## config.mk

```make
export PLATFORM = sky130hd
export DESIGN_NAME = instruction_decoder_pipe
export DESIGN_NICKNAME = d
export VERILOG_FILES = /design/src/rtl/instruction_decoder_pkg.sv /design/src/rtl/decode_skid_buf.sv /design/src/rtl/instruction_decoder_pipe.sv
export SDC_FILE = /design/constraint.sdc
export NUM_CORES = 1
export LEC_CHECK = 0
export CORE_AREA = 5 5 86 88
export DETAILED_ROUTE_END_ITERATION = 6
export DIE_AREA = 0 0 91 93
export GPL_ROUTABILITY_DRIVEN = 0
export PLACE_DENSITY = 0.77
export SYNTH_ARGS = -nofsm -noshare
export SYNTH_HDL_FRONTEND = slang
export SYNTH_HIERARCHICAL = 1
export SYNTH_SLANG_ARGS = --single-unit
```

## constraint.sdc

```tcl
create_clock -name clock -period 3.02 [get_ports clock]
set_input_delay 0.906 -clock clock [delete_from_list [all_inputs] [get_ports clock]]
set_output_delay 0.906 -clock clock [all_outputs]
set_load 0.1 [all_outputs]
```

## src/rtl/instruction_decoder_pkg.sv

```systemverilog
// Shared types and default widths for the pipelined instruction decoder.
// The struct below is the default-width view of the decoded payload.
package instruction_decoder_pkg;

    localparam int INSTR_W_DEF = 16;
    localparam int OP_W_DEF    = 4;
    localparam int REG_W_DEF   = 3;
    localparam int IMM_W_DEF   = 8;
    localparam int EXT_W_DEF   = 16;
    localparam int CNT_W_DEF   = 16;

    typedef struct packed {
        logic [OP_W_DEF-1:0]  opcode;
        logic [REG_W_DEF-1:0] rd;
        logic                 flag;
        logic [REG_W_DEF-1:0] ra;
        logic [REG_W_DEF-1:0] rb;
        logic [EXT_W_DEF-1:0] imm;
        logic                 illegal;
        logic                 wb_en;
    } dec_fields_t;

    typedef enum logic [1:0] {
        EMPTY = 2'd0,
        ONE   = 2'd1,
        FULL  = 2'd2
    } buf_state_t;

endpackage

```

## src/rtl/decode_skid_buf.sv

```systemverilog
// Two-entry valid/ready skid buffer with registered in_ready.
// Output register feeds the consumer; skid holds the overflow item.
module decode_skid_buf
    import instruction_decoder_pkg::*;
#(
    parameter int W = 8
) (
    input  logic         clock,
    input  logic         reset_n,
    input  logic         flush,
    input  logic         in_valid,
    output logic         in_ready,
    input  logic [W-1:0] in_data,
    output logic         out_valid,
    input  logic         out_ready,
    output logic [W-1:0] out_data
);

    buf_state_t   state_q, state_d;
    logic [W-1:0] out_q, out_d;
    logic [W-1:0] skid_q, skid_d;
    logic         rdy_q, rdy_d;
    logic         in_xfer;
    logic         out_xfer;

    always_comb begin
        in_xfer  = in_valid && rdy_q && !flush;
        out_xfer = (state_q != EMPTY) && out_ready;
        state_d  = state_q;
        out_d    = out_q;
        skid_d   = skid_q;
        case (state_q)
            EMPTY: begin
                if (in_xfer) begin
                    out_d   = in_data;
                    state_d = ONE;
                end
            end
            ONE: begin
                if (in_xfer && out_xfer) begin
                    out_d = in_data;
                end else if (in_xfer) begin
                    skid_d  = in_data;
                    state_d = FULL;
                end else if (out_xfer) begin
                    state_d = EMPTY;
                end
            end
            FULL: begin
                if (out_xfer) begin
                    out_d   = skid_q;
                    state_d = ONE;
                end
            end
            default: state_d = EMPTY;
        endcase
        if (flush) begin
            state_d = EMPTY;
        end
        // Registered ready: looks ahead at the next state.
        rdy_d = (state_d != FULL);
    end

    always_ff @(posedge clock) begin
        if (!reset_n) begin
            state_q <= EMPTY;
            out_q   <= '0;
            skid_q  <= '0;
            rdy_q   <= 1'b0;
        end else begin
            state_q <= state_d;
            out_q   <= out_d;
            skid_q  <= skid_d;
            rdy_q   <= rdy_d;
        end
    end

    assign in_ready  = rdy_q;
    assign out_valid = (state_q != EMPTY);
    assign out_data  = out_q;

endmodule

```

## src/rtl/instruction_decoder_pipe.sv

```systemverilog
// Field decode, mask classification and illegal counter in front
// of a skid buffer carrying the decoded struct to execute.
module instruction_decoder_pipe
    import instruction_decoder_pkg::*;
#(
    parameter int INSTR_W = INSTR_W_DEF,
    parameter int OP_W    = OP_W_DEF,
    parameter int REG_W   = REG_W_DEF,
    parameter int IMM_W   = IMM_W_DEF,
    parameter int EXT_W   = EXT_W_DEF,
    parameter logic [(1<<OP_W)-1:0] ILLEGAL_MASK = '0,
    parameter logic [(1<<OP_W)-1:0] WB_MASK      = '1,
    parameter int CNT_W   = CNT_W_DEF
) (
    input  logic               clock,
    input  logic               reset_n,
    input  logic               flush,
    input  logic               in_valid,
    output logic               in_ready,
    input  logic [INSTR_W-1:0] instr,
    input  logic               sign_ext,
    output logic               out_valid,
    input  logic               out_ready,
    output logic [OP_W-1:0]    opcode,
    output logic [REG_W-1:0]   rDadrs,
    output logic               flag,
    output logic [REG_W-1:0]   rAadrs,
    output logic [REG_W-1:0]   rBadrs,
    output logic [EXT_W-1:0]   imm,
    output logic               illegal,
    output logic               wb_en,
    output logic [CNT_W-1:0]   illegal_count
);

    typedef struct packed {
        logic [OP_W-1:0]  opcode;
        logic [REG_W-1:0] rd;
        logic             flag;
        logic [REG_W-1:0] ra;
        logic [REG_W-1:0] rb;
        logic [EXT_W-1:0] imm;
        logic             illegal;
        logic             wb_en;
    } dec_t;

    localparam logic [EXT_W-1:0] HI_MASK =
        ~EXT_W'({IMM_W{1'b1}});

    dec_t             dec;
    dec_t             out_dec;
    logic [IMM_W-1:0] raw;
    logic             accept;
    logic [CNT_W-1:0] cnt_q, cnt_d;

    always_comb begin
        raw         = instr[IMM_W-1:0];
        dec.opcode  = instr[INSTR_W-1 -: OP_W];
        dec.rd      = instr[INSTR_W-1-OP_W -: REG_W];
        dec.flag    = instr[IMM_W];
        dec.ra      = instr[IMM_W-1 -: REG_W];
        dec.rb      = instr[IMM_W-1-REG_W -: REG_W];
        dec.imm     = EXT_W'(raw);
        if (sign_ext && raw[IMM_W-1]) begin
            dec.imm = dec.imm | HI_MASK;
        end
        dec.illegal = ILLEGAL_MASK[dec.opcode];
        dec.wb_en   = WB_MASK[dec.opcode] && !dec.illegal;
    end

    decode_skid_buf #(
        .W($bits(dec_t))
    ) u_buf (
        .clock    (clock),
        .reset_n  (reset_n),
        .flush    (flush),
        .in_valid (in_valid),
        .in_ready (in_ready),
        .in_data  (dec),
        .out_valid(out_valid),
        .out_ready(out_ready),
        .out_data (out_dec)
    );

    // Flushed inputs are discarded, so they are not counted either.
    always_comb begin
        accept = in_valid && in_ready && !flush;
        cnt_d  = cnt_q;
        if (accept && dec.illegal && (cnt_q != '1)) begin
            cnt_d = cnt_q + CNT_W'(1);
        end
    end

    always_ff @(posedge clock) begin
        if (!reset_n) begin
            cnt_q <= '0;
        end else begin
            cnt_q <= cnt_d;
        end
    end

    assign opcode        = out_dec.opcode;
    assign rDadrs        = out_dec.rd;
    assign flag          = out_dec.flag;
    assign rAadrs        = out_dec.ra;
    assign rBadrs        = out_dec.rb;
    assign imm           = out_dec.imm;
    assign illegal       = out_dec.illegal;
    assign wb_en         = out_dec.wb_en;
    assign illegal_count = cnt_q;

endmodule

```

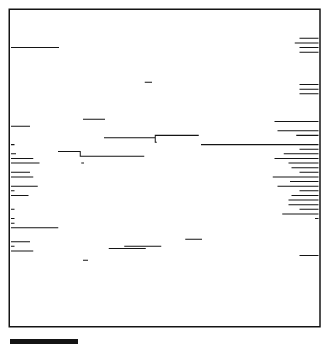
(signal wires on met3)
Bar = 20 um.
longest straight run: 34.3 um
main direction: horizontal
wire length on this layer: 416 um
nets with wire on the layer: 51
share of all routed wire: 6.9%
via count: 2255
final wirelength: 6040 um
met3 Resource Use GR: 0.0434

==> CHANGELOG.md <==
### Implementation results

* Worst Hold End: u_buf/skid_q[16]$_SDFFE_PN0P_
* # Taps at 80
* Reg2reg start: u_buf/state_q[0]$_SDFF_PN0_
* Sw Ratio at 0.326
* Slowest stage delay, CP at 0.40 ns
* Vias/cell at 4.99
* Met2 WL post-DR at 2740 um
* Final ANT Viol Nets at 0
* Crit-path cells: or2_2, buf_4
* Top post-synthesis cells by count: dfxtp_1, nand2_1, a21oi_1, mux2i_1, o21ai_1
* Iter 0 DRT Violations at 118
* Critical path depth at 2
* Sequential Power Share at 0.459
* Multi-input logic area at 1340 um2
* Io pins at 72
* Initial Util at 0.436
* Max Slew Vio Count at 0
* Crit Path Class: register to primary output
* Seq cells post-synth at 67
* Mapped Avg Cell Area at 8.98 um2
* DP HPWL at 3830 um
* Row count at 30
* Yosys simple share at 0.115
* Synth logic family: AND-OR/OR-AND gates
* Logic power comb at 420 uW
* Clock skew at 0.00930 ns
* Net Switching at 656 uW
* Status: finished, final reports clean
* Most common cell in the synthesized netlist: dfxtp_1
* GRT Max-Usage Layer: met2
* Logic pwr share at 0.209
* FF-to-FF path depth at 4
* Part of the cycle the worst path needs at 0.726
* Die ar. at 8460 um2
* Nonclk buf count at 60
* Largest power group: registers
* Late-Pin Clk Latency at 0.33 ns
* End point of the critical path: out_valid
* Slew headroom at 0.466
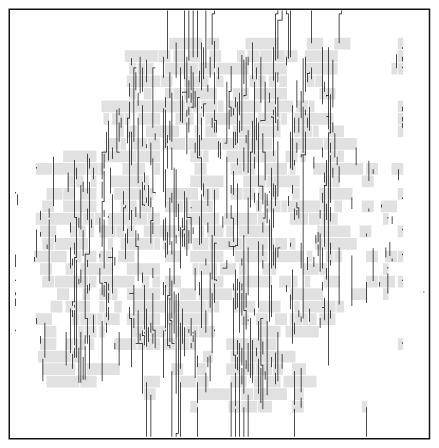
(met2 routing)
main direction: vertical
share of all routed wire: 45%
nets with wire on the layer: 316
wire length on this layer: 2740 um
met2 usage: 0.230

Power and IR drop assume default switching activity.
